## src/rtl/serial_addsub_pkg.sv

```systemverilog
// Shared types and sizing helpers for the bit-serial adder/subtractor.
package serial_addsub_pkg;

  typedef enum logic [1:0] {
    IDLE = 2'd0,
    RUN  = 2'd1,
    DONE = 2'd2
  } state_t;

  // Bit-counter width; never below 1 so the counter always has a bit.
  function automatic int cnt_width(input int width);
    return (width < 2) ? 1 : $clog2(width);
  endfunction

endpackage

```

## src/rtl/serial_addsub_if.sv

```systemverilog
// Start/done handshake bundle between a host and the serial adder/subtractor.
interface serial_addsub_if #(
  parameter int WIDTH = 8
);
  logic             start;
  logic             sub;
  logic [WIDTH-1:0] a;
  logic [WIDTH-1:0] b;
  logic             busy;
  logic             done;
  logic [WIDTH-1:0] s;
  logic             cout;
  logic             ovf;

  modport master (
    output start, sub, a, b,
    input  busy, done, s, cout, ovf
  );

  modport slave (
    input  start, sub, a, b,
    output busy, done, s, cout, ovf
  );
endinterface

```

## src/rtl/serial_addsub_full_adder_cell.sv

```systemverilog
// One-bit combinational full adder, the cell iterated by the serial datapath.
module full_adder_cell (
  input  logic a,
  input  logic b,
  input  logic cin,
  output logic s,
  output logic cout
);

  assign s    = a ^ b ^ cin;
  assign cout = (a & b) | (a & cin) | (b & cin);

endmodule

```

## src/rtl/serial_addsub.sv

```systemverilog
// Bit-serial add/sub, one bit per clock; done pulses WIDTH cycles after start is sampled.
// No queueing: start is ignored while busy, results hold until the next done.
module serial_addsub
  import serial_addsub_pkg::*;
#(
  parameter int WIDTH = 8
) (
  input  logic           clk,
  input  logic           rst_n,
  serial_addsub_if.slave bus
);

  localparam int CW = cnt_width(WIDTH);

  state_t           state;
  logic [WIDTH-1:0] a_sr;
  logic [WIDTH-1:0] b_sr;
  logic [WIDTH-1:0] r_sr;
  logic             c;
  logic             c_msb_in;
  logic [CW-1:0]    cnt;
  logic             busy_q;
  logic             done_q;
  logic [WIDTH-1:0] s_q;
  logic             cout_q;
  logic             ovf_q;

  logic             fa_s;
  logic             fa_c;
  logic [WIDTH-1:0] r_next;

  full_adder_cell u_fa (
    .a    (a_sr[0]),
    .b    (b_sr[0]),
    .cin  (c),
    .s    (fa_s),
    .cout (fa_c)
  );

  // Result fills from the MSB so after WIDTH shifts bit 0 lands at R[0].
  assign r_next = {fa_s, r_sr[WIDTH-1:1]};

  always_ff @(posedge clk or negedge rst_n) begin
    if (!rst_n) begin
      state    <= IDLE;
      a_sr     <= '0;
      b_sr     <= '0;
      r_sr     <= '0;
      c        <= 1'b0;
      c_msb_in <= 1'b0;
      cnt      <= '0;
      busy_q   <= 1'b0;
      done_q   <= 1'b0;
      s_q      <= '0;
      cout_q   <= 1'b0;
      ovf_q    <= 1'b0;
    end else begin
      done_q <= 1'b0;
      case (state)
        IDLE, DONE: begin
          if (bus.start) begin
            // Subtraction as a + ~b + 1: the +1 enters through the carry flop.
            a_sr   <= bus.a;
            b_sr   <= bus.sub ? ~bus.b : bus.b;
            c      <= bus.sub;
            cnt    <= '0;
            busy_q <= 1'b1;
            state  <= RUN;
          end else begin
            busy_q <= 1'b0;
            state  <= IDLE;
          end
        end

        RUN: begin
          a_sr <= a_sr >> 1;
          b_sr <= b_sr >> 1;
          r_sr <= r_next;
          c    <= fa_c;
          cnt  <= cnt + 1'b1;
          if (cnt == CW'(WIDTH - 2)) begin
            c_msb_in <= fa_c;
          end
          if (cnt == CW'(WIDTH - 1)) begin
            s_q    <= r_next;
            cout_q <= fa_c;
            ovf_q  <= fa_c ^ c_msb_in;
            busy_q <= 1'b0;
            done_q <= 1'b1;
            state  <= DONE;
          end
        end

        default: begin
          busy_q <= 1'b0;
          state  <= IDLE;
        end
      endcase
    end
  end

  assign bus.busy = busy_q;
  assign bus.done = done_q;
  assign bus.s    = s_q;
  assign bus.cout = cout_q;
  assign bus.ovf  = ovf_q;

  a_done_single: assert property (@(posedge clk) disable iff (!rst_n) done_q |=> !done_q);
  a_busy_done_excl: assert property (@(posedge clk) disable iff (!rst_n) !(busy_q && done_q));
  a_busy_is_run: assert property (@(posedge clk) disable iff (!rst_n) busy_q == (state == RUN));

endmodule

```

## src/flat_wrapper.sv

```systemverilog
// flat-port wrapper written by rule: the top's interface ports become plain ports
module serial_addsub_flat import serial_addsub_pkg::*;
#(
  parameter int WIDTH = 8
)
  (clk, rst_n, bus_start, bus_sub, bus_a, bus_b, bus_busy, bus_done, bus_s, bus_cout, bus_ovf);
  serial_addsub_if #(.WIDTH(WIDTH)) bus_i ();
  input  logic clk;
  input  logic rst_n;
  input wire logic [$bits(bus_i.start)-1:0] bus_start;
  input wire logic [$bits(bus_i.sub)-1:0] bus_sub;
  input wire logic [$bits(bus_i.a)-1:0] bus_a;
  input wire logic [$bits(bus_i.b)-1:0] bus_b;
  output wire logic [$bits(bus_i.busy)-1:0] bus_busy;
  output wire logic [$bits(bus_i.done)-1:0] bus_done;
  output wire logic [$bits(bus_i.s)-1:0] bus_s;
  output wire logic [$bits(bus_i.cout)-1:0] bus_cout;
  output wire logic [$bits(bus_i.ovf)-1:0] bus_ovf;
  assign bus_i.start = bus_start;
  assign bus_i.sub = bus_sub;
  assign bus_i.a = bus_a;
  assign bus_i.b = bus_b;
  assign bus_busy = bus_i.busy;
  assign bus_done = bus_i.done;
  assign bus_s = bus_i.s;
  assign bus_cout = bus_i.cout;
  assign bus_ovf = bus_i.ovf;
  serial_addsub #(.WIDTH(WIDTH)) u_core (.clk(clk), .rst_n(rst_n), .bus(bus_i));
endmodule
```

## config.mk

```make
export PLATFORM = sky130hd
export DESIGN_NAME = serial_addsub_flat
export DESIGN_NICKNAME = d
export VERILOG_FILES = /design/src/rtl/serial_addsub_pkg.sv /design/src/rtl/serial_addsub_if.sv /design/src/rtl/serial_addsub_full_adder_cell.sv /design/src/rtl/serial_addsub.sv /design/src/flat_wrapper.sv
export SDC_FILE = /design/constraint.sdc
export NUM_CORES = 1
export LEC_CHECK = 0
export CAP_MARGIN = 20
export CORE_MARGIN = 3
export CORE_UTILIZATION = 40
export CTS_BUF_LIST = sky130_fd_sc_hd__clkbuf_8 sky130_fd_sc_hd__clkbuf_16
export CTS_CLUSTER_DIAMETER = 100
export DETAILED_ROUTE_END_ITERATION = 7
export GPL_TIMING_DRIVEN = 0
export SLEW_MARGIN = 5
export SYNTH_ARGS = -nofsm -noshare
export SYNTH_HDL_FRONTEND = slang
export SYNTH_SLANG_ARGS = --single-unit
```

## constraint.sdc

```tcl
create_clock -name clk -period 3.9 [get_ports clk]
set_clock_uncertainty 0.05 [all_clocks]
set_input_delay 0.39 -clock clk [delete_from_list [all_inputs] [get_ports clk]]
set_output_delay 0.39 -clock clk [all_outputs]
set_load 0.005 [all_outputs]
```

Figure 1. The metal 3 layer.
(6 px per µm) Cells faint in the background.
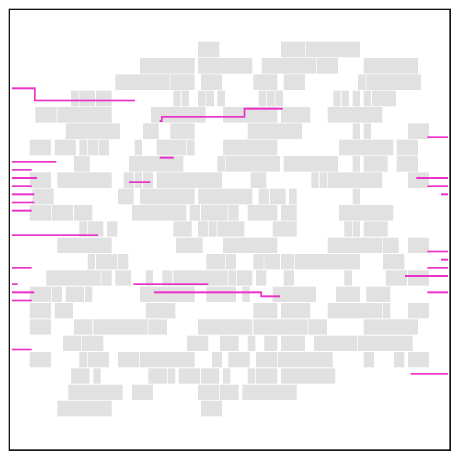
wire length on this layer: 173 µm
share of all routed wire: 4.9%
via count: 1255
Total Wirelength: 3.544 mm
met3 Use GR: 0.04545

Figure 2. Wiring heat map.
(4 px per µm) The die is cut into 15 by 15 equal tiles; dark blue is low, red is high, scaled to the fullest tile. Values are wire area over tile area, all layers added.
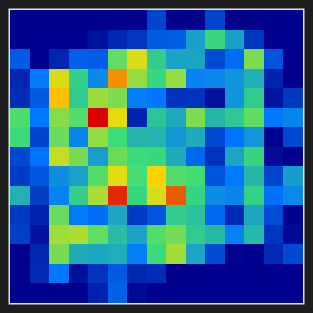
tiles over half the peak: 18%
emptiest ninth of the die: lower right
fullest tile: 0.39
global-route usage over all layers: 0.1541
wire per inst: 14.41 µm

==> deck_impl_summary.md <==
Implementation Results

Worst setup path
  • Worst Setup End Kind: flop
  • CP required: ~4.0 ns
  • Critical path buffers and inverters: 1
  • Top delay family on crit path: flip-flops
  • Crit-path max cell delay: 0.42 ns
  • Worst path cell trace: ha_1, ha_1, nand3b_1, buf_4, mux2_2
  • Crit-path max FO: 10
  • Worst r2r src: u_core.cnt[0]
  • Worst Path Arrival: 1.91 ns
  • Crit path to: u_core.bus.s[1]
  • Worst Setup SP: u_core.cnt[0]
  • Worst reg2reg endpoint: u_core.bus.s[1]
  • Startpoint class of the critical path: flop
  • Worst R2R Setup Slack: ~2.1 ns
  • Slowest cell on the critical path: dfrtp_1
  • Crit path kind: flop to flop
  • Critical path depth: 5
  • Reg2reg path depth: 5
  • Crit-path most repeated cell: ha_1

Global routing
  • Vias in the first global route: 1290
  • Top Usage Layer GRT: met2
  • Grt ovf: 0
  • M2 GR Usage: 0.2354
  • Largest net degree at the start of global routing: 26
  • Initial antenna violation count: 0
  • First-pass GRT wire length: 6.230 mm
  • Met1 Usage GRT: 0.2048

Power
  • Tot Pwr: 1842 µW
  • VDD IR max: between 200 and 300 µV
  • Leak: 0.001104 µW
  • PwrDens: 789.6 nW/µm²

Logic synthesis
  • Yosys Chip Area: 1808 µm²
  • Seq share, synth: 0.5813
  • Commonest flop: dfrtp_1
  • Fa+ha+maj area frac: 0.03183
  • Distinct cells, synth: 26
  • Count of library flops with an enable pin: 0
  • Mapped Area: 1808 µm²
  • Mean Syn Cell Area: 11.59 µm²
  • Yosys top cell by area: dfrtp_1
  • XOR/XNOR Area Share: 0.04360
  • Number of synthesized register bits: 42
  • Main logic family: simple AND/OR/NAND/NOR gates
  • Ys cells: approximately 160
  • Top area contributor share: 0.5813
  • Syn nets: 180
  • Synthesis Warnings: 0
  • Simple-Gate Area Share: 0.1315
  • AND-OR/OR-AND Cells, Area Fraction: 0.1038
  • Top cells, area: dfrtp_1 (58%), mux2_2 (6.2%), nand2_1 (6.2%)
  • Fraction of registers with async set/reset: 1.000
  • Synth mux share: 0.06228
  • Gate Count Post-Synth: 156

Final layout
  • Max-area cell class: sequential cells
  • Comb gate area: slightly below 700 µm²
  • Area delta synth->final: 29.07%
  • Comb gates: 99
  • Comb/total area: 0.2890
  • Inverters: 4
  • Fraction of layout cells with a size suffix above 1: 0.1582
  • Layout clock area frac: 0.05898
  • Antenna cell count: 0
  • Sequential cell area: 1051 µm²
  • Sequential cell area share: 0.4504
  • Final net count: 219
  • Most common logic cell in the routed design: dfrtp_1
  • FFs & Latches: 42
  • Finished layout cell area: roughly 2300 µm²
  • Data buffer area share: 0.1684
  • Top cells excl fill/tap: dfrtp_1 (42), nand2_1 (30), clkdlybuf4s50_1 (29)
  • Layout Utilization: 0.5592
  • Final-layout clock buffer total: 5
  • Nonclk buf count: roughly 43
  • Fillers: 340
  • Fin cells: 246

Min path
  • Worst hold stages: 2
  • Min-delay src: u_core.bus.ovf
  • Worst Hold Class: flop to flop
  • Hold Path End: u_core.bus.ovf

Detailed routing
  • Vias per inst: 5.102
  • WL met3: 172 µm
  • Drc violations: 0
  • Max Used Layer: met4
  • Initial drt markers: 48
  • M1 wire length: 1.698 mm
  • Met2 wire length: 1.620 mm
  • Remaining antenna violation count after routing: 0
  • Drt first pass iters: 4

Die
  • Row count: 23
  • Die X: between 70 and 80 µm
  • # IOs: 32
  • Fp_density: 0.4333
  • Placeable Area: between 4000 and 5000 µm²
  • Tapcell Cnt: about 50
  • Die Span Y: 73.23 µm
  • Die area: ~5400 µm²

Final timing
  • Slew headroom: 0.6835
  • Worst Setup Slack, final: about 2.1 ns
  • Fmax achieved: 559.9 MHz
  • TNS Setup: 0 ns
  • Final Critical Period: around 1.8 ns
  • Final setup fails: 0
  • Worst Hold Slack: 0.4420 ns
  • RSZ-0062 raised after global routing: false
  • Worst-Margin Slew: 0.4747 ns
  • Final Hold Fails: 0
  • Final Slew Violations: 0
  • Final period utilization: 0.4579

Place
  • Area of placed instances: about 2200 µm²
  • Buffers on Ports: 30
  • Final HPWL DP: 2.569 mm
  • Setup Slack @ Placement: 2.104 ns
  • Cells after DPL: 237
  • Gp weighted congestion: about 0.76

CTS
  • Post-CTS setup buffers: 0
  • H-tree depth: 2
  • Hold-fix buffers, CTS: 1
  • Clk buf depth: 2
  • CTS resizes: 0
  • Clock Pin Slew Worst Setup and Hold Paths: ~0.090 ns
  • Total CTS buffers: 5
  • Clock sink total: around 42
  • Root buffer cell: clkbuf_8
  • Clock Latency Late Sink: 0.30 ns
  • CTS tree: built

Outcome
  • Outcome: complete, no violations

Job
  • Max cap viols: 0
  • OpenROAD warnings: 27
Yosys cell counts, types with 2 or more instances:
library cell	n
dfrtp_1	42
nand2_1	30
mux2_2	10
nand3_1	10
a22oi_1	8
xnor2_1	8
a221o_1	7
nor2_1	7
buf_2	6
inv_1	4
a22o_1	3
ha_1	3
o21ai_0	3
buf_6	2
clkbuf_1	2
state kept, by name (all words and copies together) (netlist names):
signal	cells
u_core.r_sr	7
u_core.bus.ovf	1
u_core.bus.cout	1
u_core.bus.busy	1
u_core.cnt	3
u_core.bus.done	1
u_core.c	1
u_core.bus.s	8
u_core.c_msb_in	1
u_core.b_sr	8
u_core.a_sr	8
u_core.state	2
power by group:
part           total [µW]  internal [µW]  leakage [µW]  switching (µW)
sequential            749            630      0.000530             119
combinational         685            370      0.000506             316
clock                 408            256     0.0000683             152
Power figures rest on the tool's default switching activity, not on a simulated workload.
